==> config.mk <==
export PLATFORM = sky130hd
export DESIGN_NAME = inst_fetch
export DESIGN_NICKNAME = d
export VERILOG_FILES = /design/src/rtl/inst_fetch_pkg.sv /design/src/rtl/fetch_fifo.sv /design/src/rtl/inst_fetch.sv
export SDC_FILE = /design/constraint.sdc
export NUM_CORES = 1
export LEC_CHECK = 0
export CAP_MARGIN = 20
export CORE_ASPECT_RATIO = 0.8
export CORE_UTILIZATION = 30
export CTS_CLUSTER_SIZE = 12
export DETAILED_ROUTE_END_ITERATION = 7
export GPL_ROUTABILITY_DRIVEN = 1
export HOLD_SLACK_MARGIN = 0.12
export SYNTH_ARGS = -nofsm -noshare
export SYNTH_HDL_FRONTEND = slang
export SYNTH_SLANG_ARGS = --single-unit
==> constraint.sdc <==
create_clock -name clk -period 4.56 [get_ports clk]
set_input_delay 0.456 -clock clk [delete_from_list [all_inputs] [get_ports clk]]
set_output_delay 0.456 -clock clk [all_outputs]
set_load 0.05 [all_outputs]
**Run 1: routed clock nets over the placement**

Bar = 50 um.
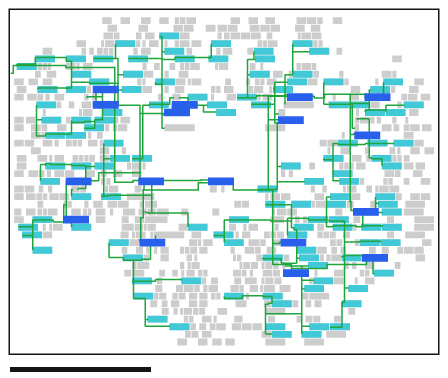
Key: green = clock wires [length 1660 um]; blue = cells driving clock nets [count 17]; cyan = flip-flops [count 118]
There are 18 routed clock nets.
Clk Latency, worst-skew pair: 0.41 ns
Clock Power Share: 43.0%
P_clk: 1.35 mW

**Run 1: metal layers overlaid**

Bar = 50 um.
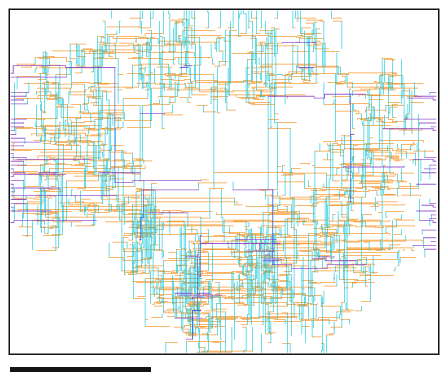
Key: purple = met3 [wire length 804 um]; blue = met4 [wire length 170 um]; orange = met1 [wire length 6880 um]; cyan = met2 [wire length 6160 um]
Vias: 4442
gr usage total: 15.56%

**Run 1: pin map**

Pins as bars across the die edge, other pins in grey.
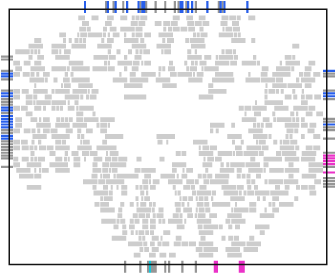
Key: magenta = IM_addr [pins 10, direction output, edge 5 south, 5 east]; cyan = IM_read [pins 1, direction output, edge south]; blue = if_inst [pins 32, direction output, edge 15 north, 13 west, 4 east]
All pins by edge: 32 west, 28 north, 24 east, 16 south.
Die Height: 122.1 um
die width: 152.1 um

==> flow_summary.yaml <==
# yosys + openroad results
run_status:
  status: "finished, violations left"
  violations: "DRC"
worst_setup_path:
  cp_num_buf_inv: 5
  critical_path.cell_chain: "inv_1 > ha_1 > or3b_4 > inv_1 > ha_1 > nor2b_1 > fa_2 > inv_1 > a21oi_1 > nor2_1 > buf_6 > o21a_1 > buf_12"
  ff2ff_setup_slack_ns: 0.99
  cp.required_ns: 4.10
  crit_top_cell: "inv_1"
  crit_family: "adder cells"
  crit_fanout: 20
  crit_cells: 13
  cpMaxStageDelayCell: "fa_2"
  critPathArrivalTime_ns: 3.84
  critPathCaptureType: "output port"
  max_stage_delay_ns: 0.52
  rr_worst_depth: 11
  cp-start-kind: "register"
  critPathKind: "reg2out"
cts:
  cts_tree: "yes"
  clkSinkCount: 118
  ctsResizeCount: 0
  clk_pin_slew_ns: 0.06
  post_cts_buffers: 0
  h-tree-depth: 4
  clockBufferDepth: 2
  cts_buffers: 17
  cts-root-buf: "clkbuf_16"
  holdBufCountCts: 0
synthesis:
  ys_seq_share_pct: 43.67
  ys_cells: 571
  ys_area_mm2: 0.005409
  syn_avg_cell_area_um2: 9.473
  synth_area_mm2: 0.005409
  synth-async-reset-ratio_pct: 0
  fp_nets: 623
  synthCells: 571
  yosys_warnings: 0
  yosys_most_used_dff: "dfxtp_1"
  synth-edff-count: 0
  ys_types: 52
  synth_flops: 118
global_routing:
  grt_first_pass_wirelength_um: 22520
  overflow: 0
  grt_max_degree: 62
  grt_pass1_vias: 4454
  antenna_found_initial: 0
routing:
  dr.pass1.iters: 7
  wirelength_um: 14010
  avgViaCountPerCell: 4.969
  antenna_left: 0
  drt-initial-drc-count: 276
  drc: 11
  wire_per_inst_um: 15.67
placed_design:
  routabilityCongestion: 0.8184
  port_buffers: 99
  hpwl_um: 9267
final_layout:
  layout.cells.most_common: "dfxtp_1"
  final_layout_top_logic_cells: "118 x dfxtp_1, 93 x mux2i_1, 87 x clkdlybuf4s50_1, 48 x a21oi_1, 46 x nor2b_1"
  syn_to_final_growth_pct: 34.33
  drive_gt1_share_pct: 9.268
  layout.filler_cells: 1694
  diodes: 0
  nets: 708
timing:
  clock-skew-final_ns: 0.004111
  whs_ns: 0.4840
  relSlewSlack_pct: 41.70
  period_used_pct: 94.22
  timing.final.crit_period_ns: 4.297
  fmax_ghz: 0.2327
  fin_setup_tns_ns: 0
  setup_viol: 0
  finalHoldViolations: 0
  worstMarginPinSlew_ns: 0.8718
  drv_slew: 0
job:
  maxCapViolations: 0
  warnings: 28
pwr:
  power_sequential_mw: 1.16
  p_comb_uw: 634
  power_leader: "the clock network"
  powerDensity_mw_per_mm2: 433.5
  vdd_drop_max_mv: 0.2506
  p_sw_uw: 901.8
  power.total_mw: 3.150
  p_int_mw: 2.248
  switching_share_pct: 28.63
  pwr-share-comb_pct: 20.1
  p_leak_nw: 2.928
  pwr-share-seq_pct: 36.9
floorplanning:
  design.core.area_mm2: 0.01749
  chip_area_mm2: 0.01857
  row_count: 43
  fp_util_pct: 30.93
  io_pins: 100
hold_path:
  holdPathStages: 2
  min_path_type: "reg2reg"
## run 1: stage by stage
stage | util [%] | setup slack [ns] | cell area, um2 | cells
2_1_floorplan | - | 0.6543 | 5409 | 571
3_3_place_gp | 38.07 | 0.7000 | 6656 | 862
3_5_place_dp | 38.07 | 0.5334 | 6656 | 862
4_1_cts | 41.50 | 0.09524 | 7256 | 894
5_1_grt | 41.55 | -0.03089 | 7266 | 894
6_report | 41.55 | 0.2635 | 7266 | 894
## run 1: cells in the mapped netlist (2+ instances only)
| cell | n | share of area [%] |
|---|---|---|
| dfxtp_1 | 118 | 44 |
| mux2i_1 | 93 | 17 |
| a21oi_1 | 48 | 4.4 |
| nor2b_1 | 46 | 5.3 |
| nor2_1 | 45 | 3.1 |
| o21ai_0 | 45 | 4.2 |
| clkbuf_1 | 31 | 2.2 |
| o21a_1 | 23 | 3.2 |
| inv_1 | 10 | 0.69 |
| nand2_1 | 10 | 0.69 |
| a31oi_1 | 9 | 1.0 |
| nand3_1 | 6 | 0.56 |
| and2_1 | 5 | 0.58 |
| buf_2 | 5 | 0.46 |
| ha_1 | 5 | 1.2 |
| nand4_1 | 5 | 0.58 |
| xor2_1 | 5 | 0.81 |
| buf_1 | 4 | 0.28 |
| buf_8 | 4 | 1.1 |
| nand3b_1 | 4 | 0.56 |
| xnor2_1 | 4 | 0.65 |
| a211oi_1 | 3 | 0.42 |
| nand2b_1 | 3 | 0.35 |
| nor3_1 | 3 | 0.28 |
| nor4_1 | 3 | 0.35 |
| a2111o_1 | 2 | 0.42 |
| a2111oi_0 | 2 | 0.32 |
| a22oi_1 | 2 | 0.28 |
| and3b_1 | 2 | 0.32 |
| nand4b_1 | 2 | 0.32 |
| o211a_1 | 2 | 0.37 |
| o311ai_0 | 2 | 0.32 |
## run 1: per-layer routing
layer / global-route usage (%) / up-vias / wire length (um)
li1: - / 2195 / -
met1: 19.55 / 2104 / 6875
met2: 24.71 / 128 / 6157
met3: 4.767 / 15 / 803
met4: 6.760 / 0 / 170
met5: 0 / - / 0
## run 1: layout make-up
| cell class | count | area, um2 | share of cell area (%) |
|---|---|---|---|
| Tap cell | 225 | 281.5 | 3.875 |
| Clock buffer | 20 | 446.7 | 6.148 |
| Timing Repair Buffer | 111 | 1192 | 16.41 |
| Clock inverter | 12 | 152.6 | 2.101 |
| Multi-Input combinational cell | 398 | 2793 | 38.44 |
| Sequential cell | 118 | 2362 | 32.51 |
| Inverter | 10 | 37.54 | 0.5166 |
## run 1: kinds of logic (layout without fill, tap and decap cells)
kind of cell,after synthesis,count (layout),synth area share [%]
AND-OR/OR-AND,151,151,17.26
AND/OR/NAND/NOR,138,138,13.76
flip-flops,118,118,43.67
multiplexers,94,94,17.42
buffers and inverters,55,153,4.904
XOR/XNOR,9,9,1.457
adder cells (fa/ha/maj),6,6,1.527
## run 1: worst reg2reg max path, cell delays in order (launching register included)
cell and delay, ns:
dfxtp_1 0.41, inv_1 0.15, ha_1 0.30, or3b_4 0.49, inv_1 0.09, ha_1 0.15
inv_1 0.06, fa_2 0.60, inv_1 0.10, a21boi_1 0.56, a2111oi_0 0.17, a311o_1 0.36
Power and IR drop assume default switching activity.
